===== config.mk =====
export PLATFORM = sky130hd
export DESIGN_NAME = ecg_wave_sequencer_flat
export DESIGN_NICKNAME = d
export VERILOG_FILES = /design/src/rtl/wavegen_pkg.sv /design/src/rtl/ecg_wave_sequencer_if.sv /design/src/rtl/wave_rate_div.sv /design/src/rtl/ecg_wave_sequencer.sv /design/src/flat_wrapper.sv
export SDC_FILE = /design/constraint.sdc
export NUM_CORES = 1
export LEC_CHECK = 0
export ABC_AREA = 0
export CAP_MARGIN = 40
export CELL_PAD_IN_SITES_DETAIL_PLACEMENT = 1
export CELL_PAD_IN_SITES_GLOBAL_PLACEMENT = 2
export CORE_MARGIN = 1
export CORE_UTILIZATION = 35
export CTS_CLUSTER_SIZE = 40
export DETAILED_ROUTE_END_ITERATION = 10
export PLACE_DENSITY = 0.95
export SLEW_MARGIN = 20
export SYNTH_ARGS = -nofsm -noshare
export SYNTH_HDL_FRONTEND = slang
export SYNTH_SLANG_ARGS = --single-unit

===== constraint.sdc =====
create_clock -name i_clk -period 5.95 [get_ports i_clk]
set_input_delay 0.595 -clock i_clk [delete_from_list [all_inputs] [get_ports i_clk]]
set_output_delay 0.595 -clock i_clk [all_outputs]
set_load 0.005 [all_outputs]

===== src/rtl/wavegen_pkg.sv =====
// Shared widths, state encoding and phase type for the ECG waveform sequencer.
// The ROM itself is external; only its address and data widths are fixed here.
package wavegen_pkg;

  localparam int ADDR_W  = 10;
  localparam int DATA_W  = 24;
  localparam int FRAC_W  = 6;
  localparam int DIV_W   = 16;
  localparam int PHASE_W = ADDR_W + FRAC_W;

  typedef enum logic [1:0] {
    IDLE  = 2'd0,
    RUN   = 2'd1,
    FLUSH = 2'd2
  } seq_state_t;

  typedef logic [PHASE_W-1:0] phase_t;

endpackage


===== src/rtl/ecg_wave_sequencer_if.sv =====
// Valid/ready sample stream from the sequencer towards the DAC/FIR path.
// Signal names keep the sequencer-side port naming.
interface ecg_wave_sequencer_if #(
  parameter int DATA_W = wavegen_pkg::DATA_W
) ();

  logic [DATA_W-1:0] o_data;
  logic              o_valid;
  logic              i_ready;

  modport master (output o_data, output o_valid, input i_ready);
  modport slave  (input o_data, input o_valid, output i_ready);

endinterface


===== src/rtl/wave_rate_div.sv =====
// Sample-rate divider: counts 0..div while running and pulses tick on the last count.
// A clear or leaving RUN restarts the count from zero.
module wave_rate_div
  import wavegen_pkg::*;
#(
  parameter int DIV_W = wavegen_pkg::DIV_W
) (
  input  logic             clk,
  input  logic             rst,
  input  logic             clear,
  input  logic             run,
  input  logic [DIV_W-1:0] div,
  output logic             tick
);

  logic [DIV_W-1:0] cnt_q, cnt_d;

  assign tick = run && (cnt_q == div);

  always_comb begin
    cnt_d = cnt_q;
    if (clear || !run) begin
      cnt_d = '0;
    end else if (tick) begin
      cnt_d = '0;
    end else begin
      cnt_d = cnt_q + DIV_W'(1);
    end
  end

  always_ff @(posedge clk or posedge rst) begin
    if (rst) begin
      cnt_q <= '0;
    end else begin
      cnt_q <= cnt_d;
    end
  end

endmodule


===== src/rtl/ecg_wave_sequencer.sv =====
// Walks the external ECG ROM with a fractional phase accumulator and streams
// the samples out on a valid/ready interface, in loop or one-shot mode.
module ecg_wave_sequencer #(
  parameter int ADDR_W = wavegen_pkg::ADDR_W,
  parameter int DATA_W = wavegen_pkg::DATA_W,
  parameter int FRAC_W = wavegen_pkg::FRAC_W,
  parameter int DIV_W  = wavegen_pkg::DIV_W
) (
  input  logic                     i_clk,
  input  logic                     i_rst,
  input  logic                     i_start,
  input  logic                     i_stop,
  input  logic                     i_oneshot,
  input  logic [ADDR_W+FRAC_W-1:0] i_step,
  input  logic [DIV_W-1:0]         i_div,
  output logic [ADDR_W-1:0]        o_lut_addr,
  input  logic [DATA_W-1:0]        i_lut_data,
  output logic                     o_busy,
  output logic                     o_beat,
  output logic                     o_overrun,
  ecg_wave_sequencer_if.master     stream
);

  import wavegen_pkg::*;

  localparam int PHASE_W = ADDR_W + FRAC_W;

  seq_state_t         state_q, state_d;
  logic [PHASE_W-1:0] phase_q, phase_d;
  logic [PHASE_W-1:0] step_q, step_d;
  logic [DIV_W-1:0]   div_q, div_d;
  logic               oneshot_q, oneshot_d;
  logic [DATA_W-1:0]  data_q, data_d;
  logic               valid_q, valid_d;
  logic               beat_q, beat_d;
  logic               overrun_q, overrun_d;

  logic               tick;
  logic               stop_hit;
  logic               slot_free;
  logic               carry;
  logic [PHASE_W-1:0] phase_sum;

  assign {carry, phase_sum} = {1'b0, phase_q} + {1'b0, step_q};
  assign stop_hit  = i_stop && (state_q != IDLE);
  assign slot_free = !valid_q || stream.i_ready;

  wave_rate_div #(
    .DIV_W (DIV_W)
  ) u_rate_div (
    .clk   (i_clk),
    .rst   (i_rst),
    .clear (stop_hit || i_start),
    .run   (state_q == RUN),
    .div   (div_q),
    .tick  (tick)
  );

  // Stop beats start; a tick into a stalled output is dropped and flagged.
  always_comb begin
    state_d   = state_q;
    phase_d   = phase_q;
    step_d    = step_q;
    div_d     = div_q;
    oneshot_d = oneshot_q;
    data_d    = data_q;
    valid_d   = valid_q && !stream.i_ready;
    beat_d    = 1'b0;
    overrun_d = overrun_q;
    if (stop_hit) begin
      state_d = IDLE;
      phase_d = '0;
      valid_d = 1'b0;
    end else if (i_start) begin
      state_d   = RUN;
      phase_d   = '0;
      step_d    = i_step;
      div_d     = i_div;
      oneshot_d = i_oneshot;
      valid_d   = 1'b0;
      overrun_d = 1'b0;
    end else begin
      case (state_q)
        RUN: begin
          if (tick) begin
            if (slot_free) begin
              data_d  = i_lut_data;
              valid_d = 1'b1;
              phase_d = phase_sum;
              beat_d  = carry;
              if (carry && oneshot_q) begin
                state_d = FLUSH;
              end
            end else begin
              overrun_d = 1'b1;
            end
          end
        end
        FLUSH: begin
          if (!valid_q || stream.i_ready) begin
            state_d = IDLE;
          end
        end
        default: begin
        end
      endcase
    end
  end

  always_ff @(posedge i_clk or posedge i_rst) begin
    if (i_rst) begin
      state_q   <= IDLE;
      phase_q   <= '0;
      step_q    <= '0;
      div_q     <= '0;
      oneshot_q <= 1'b0;
      data_q    <= '0;
      valid_q   <= 1'b0;
      beat_q    <= 1'b0;
      overrun_q <= 1'b0;
    end else begin
      state_q   <= state_d;
      phase_q   <= phase_d;
      step_q    <= step_d;
      div_q     <= div_d;
      oneshot_q <= oneshot_d;
      data_q    <= data_d;
      valid_q   <= valid_d;
      beat_q    <= beat_d;
      overrun_q <= overrun_d;
    end
  end

  assign o_lut_addr     = phase_q[PHASE_W-1 -: ADDR_W];
  assign o_busy         = (state_q != IDLE);
  assign o_beat         = beat_q;
  assign o_overrun      = overrun_q;
  assign stream.o_data  = data_q;
  assign stream.o_valid = valid_q;

endmodule


===== src/flat_wrapper.sv =====
// flat-port wrapper written by rule: the top's interface ports become plain ports
module ecg_wave_sequencer_flat import wavegen_pkg::*;
#(
  parameter int ADDR_W = wavegen_pkg::ADDR_W,
  parameter int DATA_W = wavegen_pkg::DATA_W,
  parameter int FRAC_W = wavegen_pkg::FRAC_W,
  parameter int DIV_W  = wavegen_pkg::DIV_W
)
  (i_clk, i_rst, i_start, i_stop, i_oneshot, i_step, i_div, o_lut_addr, i_lut_data, o_busy, o_beat, o_overrun, stream_o_data, stream_o_valid, stream_i_ready);
  ecg_wave_sequencer_if #(.DATA_W(DATA_W)) stream_i ();
  input  logic i_clk;
  input  logic i_rst;
  input  logic i_start;
  input  logic i_stop;
  input  logic i_oneshot;
  input  logic [ADDR_W+FRAC_W-1:0] i_step;
  input  logic [DIV_W-1:0] i_div;
  output logic [ADDR_W-1:0] o_lut_addr;
  input  logic [DATA_W-1:0] i_lut_data;
  output logic o_busy;
  output logic o_beat;
  output logic o_overrun;
  output wire logic [$bits(stream_i.o_data)-1:0] stream_o_data;
  output wire logic [$bits(stream_i.o_valid)-1:0] stream_o_valid;
  input wire logic [$bits(stream_i.i_ready)-1:0] stream_i_ready;
  assign stream_o_data = stream_i.o_data;
  assign stream_o_valid = stream_i.o_valid;
  assign stream_i.i_ready = stream_i_ready;
  ecg_wave_sequencer #(.ADDR_W(ADDR_W), .DATA_W(DATA_W), .FRAC_W(FRAC_W), .DIV_W(DIV_W)) u_core (.i_clk(i_clk), .i_rst(i_rst), .i_start(i_start), .i_stop(i_stop), .i_oneshot(i_oneshot), .i_step(i_step), .i_div(i_div), .o_lut_addr(o_lut_addr), .i_lut_data(i_lut_data), .o_busy(o_busy), .o_beat(o_beat), .o_overrun(o_overrun), .stream(stream_i));
endmodule

**Run 1: congestion heat map**

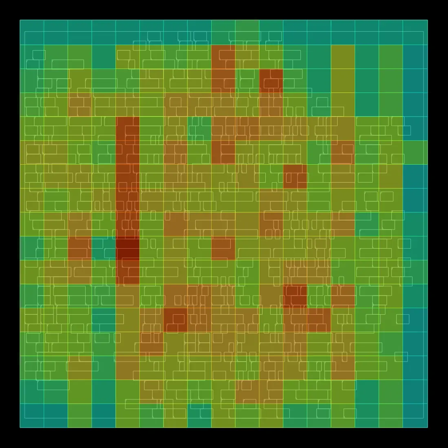
GR Util met2: 29.2%
met1 global-route usage: 22.1%
final core utilization: 47.8%

**Run 1: metal layers overlaid**

Scale: 3 px per um. Two of the layers only.
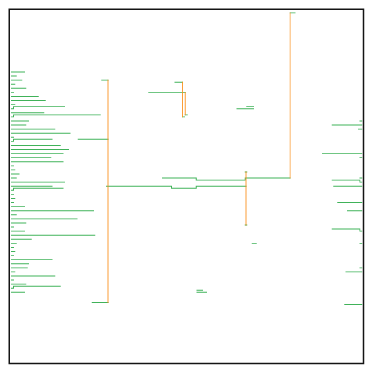
met4 -> orange  # wire length 166 um
met3 -> green  # wire length 692 um
Total GRT Usage: 17.8%
total number of vias: 3,419
wire per inst: 16.7 um
total wire length: 11.4 mm

==> impl_metrics.py, run 1 <==
# Generated from Yosys and OpenROAD reports
metrics = {
    "pwr": {
        "pwr-share-comb_pct": 15.0,
        "intPower_mw": 1.16,
        "pwr-share-seq_pct": 46.8,
        "ir_drop_mv": 0.124,
        "total_leakage_power_nw": 2.70,
        "p_switching_mw": 0.370,
    },
    "worst_setup_path": {
        "crit_type": "reg -> reg",
        "critPathLaunchType": "flop",
        "path_cells": "ha_1 -> inv_1 -> fa_1 -> nor2b_1 -> o2111ai_1 -> a31oi_1 -> a2111oi_0 -> xor2_1 -> o21ai_0",
        "r2r-start": "u_core.step_q[0]",
        "rr_endpoint": "u_core.phase_q[12]",
        "cp.depth": 9,
        "endpoint_kind": "flop",
        "crit_end": "u_core.phase_q[12]",
        "worstPathMaxFanout": 6,
        "crit_buf_inv": 1,
        "slowest_stage": "a31oi_1",
        "cp_top_family": "AND-OR/OR-AND gates",
        "cp.required_ns": 6.18,
    },
    "finish": {
        "antenna_cells": 0,
        "fin_nets": 584,
        "drive_gt1_share_pct": 15.9,
        "mostFrequentLayoutCell": "clkdlybuf4s50_1",
        "final_cell_mix": "clkdlybuf4s50_1 (99), dfrtp_1 (94), mux2_2 (57), nand2_1 (34), nor2_1 (30)",
    },
    "placement": {
        "pre_cts_slack_ns": 3.03,
        "dp.cells": 665,
        "placedInstanceArea_sq_mm": 0.00583,
    },
    "sta": {
        "min_period_over_period_pct": 45.7,
        "finalSetupViolCount": 0,
        "setup_tns_ns": 0,
        "tightest_slew_ns": 0.717,
        "worst_hold_slack_ns": 0.491,
        "hold_viol_final": 0,
        "finalMaxSlewViolations": 0,
        "fin_crit_ns": 2.72,
        "setup_ws_ns": 3.23,
        "slew_headroom_pct": 52.2,
    },
    "clock_network": {
        "cts_hold_buffers": 0,
        "clk_pin_slew_ns": 0.06,
        "cts_buffers": 9,
        "cts_tree": "built",
        "cts.repair.resized": 0,
        "clock_path_buffers": 2,
        "post_cts_buffers": 0,
    },
    "logic_synthesis": {
        "most_common_cell": "dfrtp_1",
        "syn_area_per_cell_sq_um": 11.4,
        "synthDistinctLibCells": 47,
        "synth-edff-count": 0,
        "ys_seq_share_pct": 50.3,
        "yosys.area_share.simple_pct": 11.5,
        "synth.area.mux_share_pct": 13.7,
        "ys.flop_type": "dfrtp_1",
        "yosysChipArea_sq_mm": 0.00467,
        "xor_share_pct": 7.31,
        "yosys.area.top_type_share_pct": 50.3,
        "yosysTopAreaCell": "dfrtp_1",
        "syn_nets": 489,
        "yosys-top-cells-count": "dfrtp_1 (94), mux2_2 (57), nand2_1 (34)",
    },
    "floorplanning": {
        "rows": 41,
        "die_w_um": 118,
        "fp_util_pct": 36.4,
        "dieArea_sq_mm": 0.0138,
    },
    "flow_run": {
        "cap_violations": 0,
        "tool_warnings": 26,
    },
    "route": {
        "ant_nets": 0,
    },
    "status": {
        "status": "finished, final reports clean",
    },
    "min_path": {
        "hold_class": "reg -> reg",
        "hold_depth": 2,
    },
    "global_route": {
        "antenna_found_initial": 0,
    },
}
**Run 1: met1 routing**

Scale: 3 px per um. Supply wires on this layer in gray.
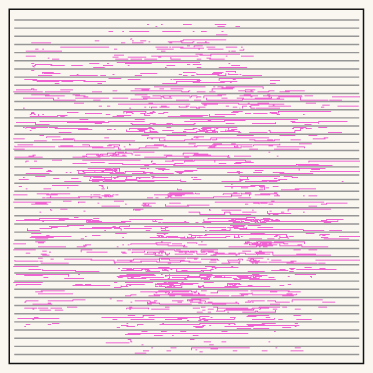
longest straight run = 42.8 um
wire length on this layer = 5,140 um
share of all routed wire = 45%
nets with wire on the layer = 502

**Run 1: zoomed window**

Window x 44 to 74, y 67 to 97 um. Cells in gray, sequential cells in the stronger gray; small squares are vias.
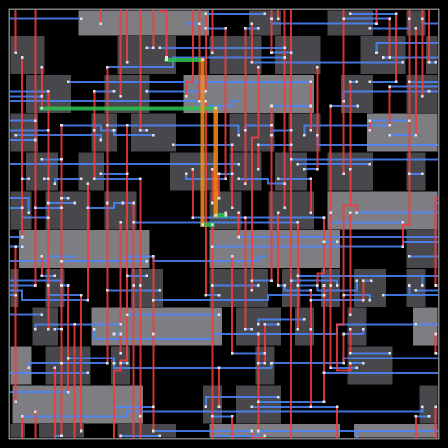
met4 -> orange
met2 -> red
met3 -> green
met1 -> blue
sequential cells in the window = 8
netlist names of flops here include = `u_core.u_rate_div.cnt_q` (6), `u_core.div_q` (2)
cells with their middle in the window = 54
most frequent = xor2_1 (15), dfrtp_1 (8), nor2_1 (7)

==> run 1: registers in the layout (all words and copies together) (netlist names) <==
name / flops
u_core.o_beat: 1
u_core.o_overrun: 1
u_core.phase_q: 16
u_core.step_q: 16
u_core.oneshot_q: 1
u_core.div_q: 16
u_core.u_rate_div.cnt_q: 16
u_core.state_q: 2
u_core.stream.o_data: 24
u_core.stream.o_valid: 1
==> run 1: layer usage <==
metal	global-route usage, %	wire (um)	up-vias
met5	0	0	-
met3	5.14	691	13
met2	29.2	5410	93
met1	22.1	5140	1689
met4	6.57	165	0
li1	-	-	1624
==> run 1: layout make-up <==
cell class                 count  area, sq um
clock buffer                  13          260
clock inverter                 3         42.5
fill                        1393         6700
inverter                       7         27.5
multi-input combinational    289         2170
sequential                    94         2350
tap                          172          215
timing repair buffer         103         1060
**Run 1: selected gate families**

Scale: 4 px per um.
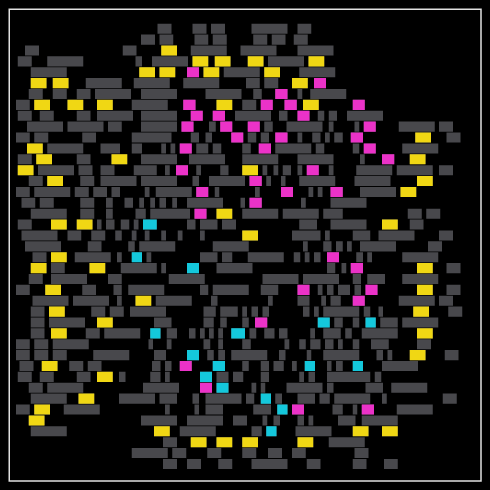

--- run 2 (diff from run 1) ---
Settings changed: CORE_UTILIZATION 35 to 30, PLACE_DENSITY 0.95 to 0.89.
Clock period 5.95 ns to 2.3 ns, I/O delays scaled along.
**Run 2: selected gate families**

Scale: 4 px per um.
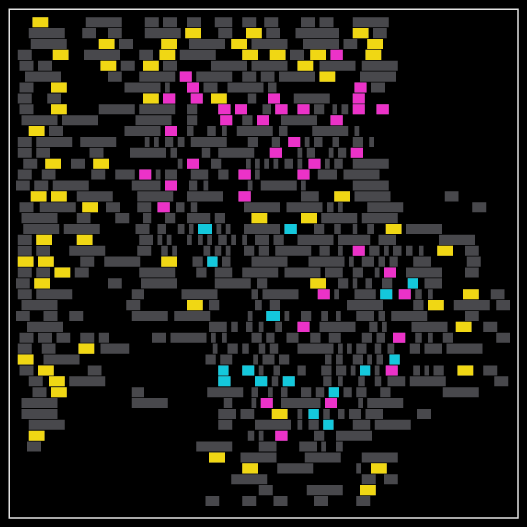
XOR/XNOR gates -> magenta  # cells 39
multiplexers -> yellow  # cells 57, where all over the die
AND-OR and OR-AND gates -> cyan  # cells 16
logic share of the area: 34.6%
Final Non-Filler Cells: 727
commonest non-fill, non-tap cell in the layout: clkdlybuf4s50_1

==> run 2 against run 1 <==
Compared with the run above: synthesized area unchanged; synthesized cell count stayed put; power increased to 2.7 times the previous value; critical endpoint is now u_core.stream.o_data[4]; largest power group unchanged; highest routed layer unchanged.
==> impl_metrics.py, run 2 <==
# Generated from Yosys and OpenROAD reports
metrics = {
    "logic_synthesis": {
        "ys.flop_type": "dfrtp_1",
        "yosys.area.top_type_share_pct": 50.3,
        "synthDistinctLibCells": 47,
        "most_common_cell": "dfrtp_1",
        "ys_seq_share_pct": 50.3,
        "yosysTopAreaCell": "dfrtp_1",
        "yosysChipArea_sq_mm": 0.00467,
        "yosys-top-cells-count": "dfrtp_1 (94), mux2_2 (57), nand2_1 (34)",
        "syn_nets": 489,
        "synth-edff-count": 0,
    },
    "route": {
        "wl_met3_um": 761,
        "routed.top_layer": "met4",
        "wire_per_inst_um": 16.1,
        "routed-wl-met2_mm": 5.60,
        "ant_nets": 0,
    },
    "global_route": {
        "met1_usage_pct": 19.1,
        "antenna_found_initial": 0,
        "grt_usage_pct": 15.6,
        "top_usage_layer": "met2",
        "met3_usage_pct": 5.40,
        "grtUsageMet2_pct": 25.3,
    },
    "finish": {
        "non_clock_buffer_area_share_pct": 19.8,
        "sh_seq_area_pct": 36.6,
        "logic_gate_count": 289,
        "logic_area_sq_mm": 0.00222,
        "nFlopsAndLatches": 94,
        "antenna_cells": 0,
        "inverters": 7,
        "nClkBuffers": 11,
        "final_cell_mix": "clkdlybuf4s50_1 (99), dfrtp_1 (94), mux2_2 (57), nand2_1 (34), buf_4 (32)",
        "fin_nets": 614,
        "post-route-util_pct": 42.3,
        "clock_area_share_pct": 4.92,
        "signal_buffers": 133,
        "regArea_sq_mm": 0.00235,
        "largest_register_ffs": 24,
    },
    "sta": {
        "fin_crit_ns": 2.22,
        "min_period_over_period_pct": 96.4,
        "hold_viol_final": 0,
        "tightest_slew_ns": 0.536,
        "slew_headroom_pct": 64.2,
        "setup_ws_ns": 0.0837,
        "finalMaxSlewViolations": 0,
        "setup_tns_ns": 0,
    },
    "placement": {
        "placedInstanceArea_sq_mm": 0.00605,
        "pre_cts_slack_ns": -0.0613,
    },
    "pwr": {
        "total_leakage_power_nw": 2.85,
        "ir_drop_mv": 0.351,
    },
    "floorplanning": {
        "die_w_um": 127,
        "rows": 45,
        "fp_util_pct": 30.7,
    },
    "min_path": {
        "hold_class": "in -> async",
    },
    "worst_setup_path": {
        "path_cells": "xor2_1 -> nor4_2 -> nand4_1 -> buf_4 -> nor3_4 -> buf_12 -> mux2_2",
        "rr_endpoint": "u_core.stream.o_data[4]",
        "worstPathMaxFanout": 24,
        "crit_type": "reg -> reg",
        "r2r-start": "u_core.div_q[15]",
        "endpoint_kind": "flop",
        "critPathLaunchType": "flop",
        "crit_buf_inv": 2,
    },
    "flow_run": {
        "cap_violations": 0,
        "tool_warnings": 26,
    },
    "clock_network": {
        "clk_pin_slew_ns": 0.07,
        "cts_buffers": 9,
        "cts_tree": "built",
        "clock_path_buffers": 2,
    },
    "status": {
        "status": "finished, final reports clean",
    },
}
-- run 2: cell counts after synthesis --
Identical to the previous run, type by type.
-- run 2: timing repair --
| action | in CTS | in global routing |
|---|---|---|
| buffers inserted | 0 | 1 |
| cloned | 0 | 0 |
| endpoints found under the setup margin | 2 | 29 |
| resized | 3 | 8 |
| pin swaps | 0 | 2 |
-- run 2: where the power goes --
group	leakage, nW	internal (mW)	switching [mW]
sequential	1.22	1.77	0.0788
clock	0.153	0.912	0.667
combinational	1.48	0.370	0.284
-- run 2: kinds of logic after synthesis --
family / after synthesis / synth area share [%]
adders and majority gates: 18 / 4.98
xor gates and xnor gates: 39 / 7.31
and+or+nand+nor: 110 / 11.5
DFF: 94 / 50.3
AOI/OAI and AO/OA: 65 / 8.94
muxes: 57 / 13.7
buffers and inverters: 26 / 3.24
Power and IR drop assume default switching activity.
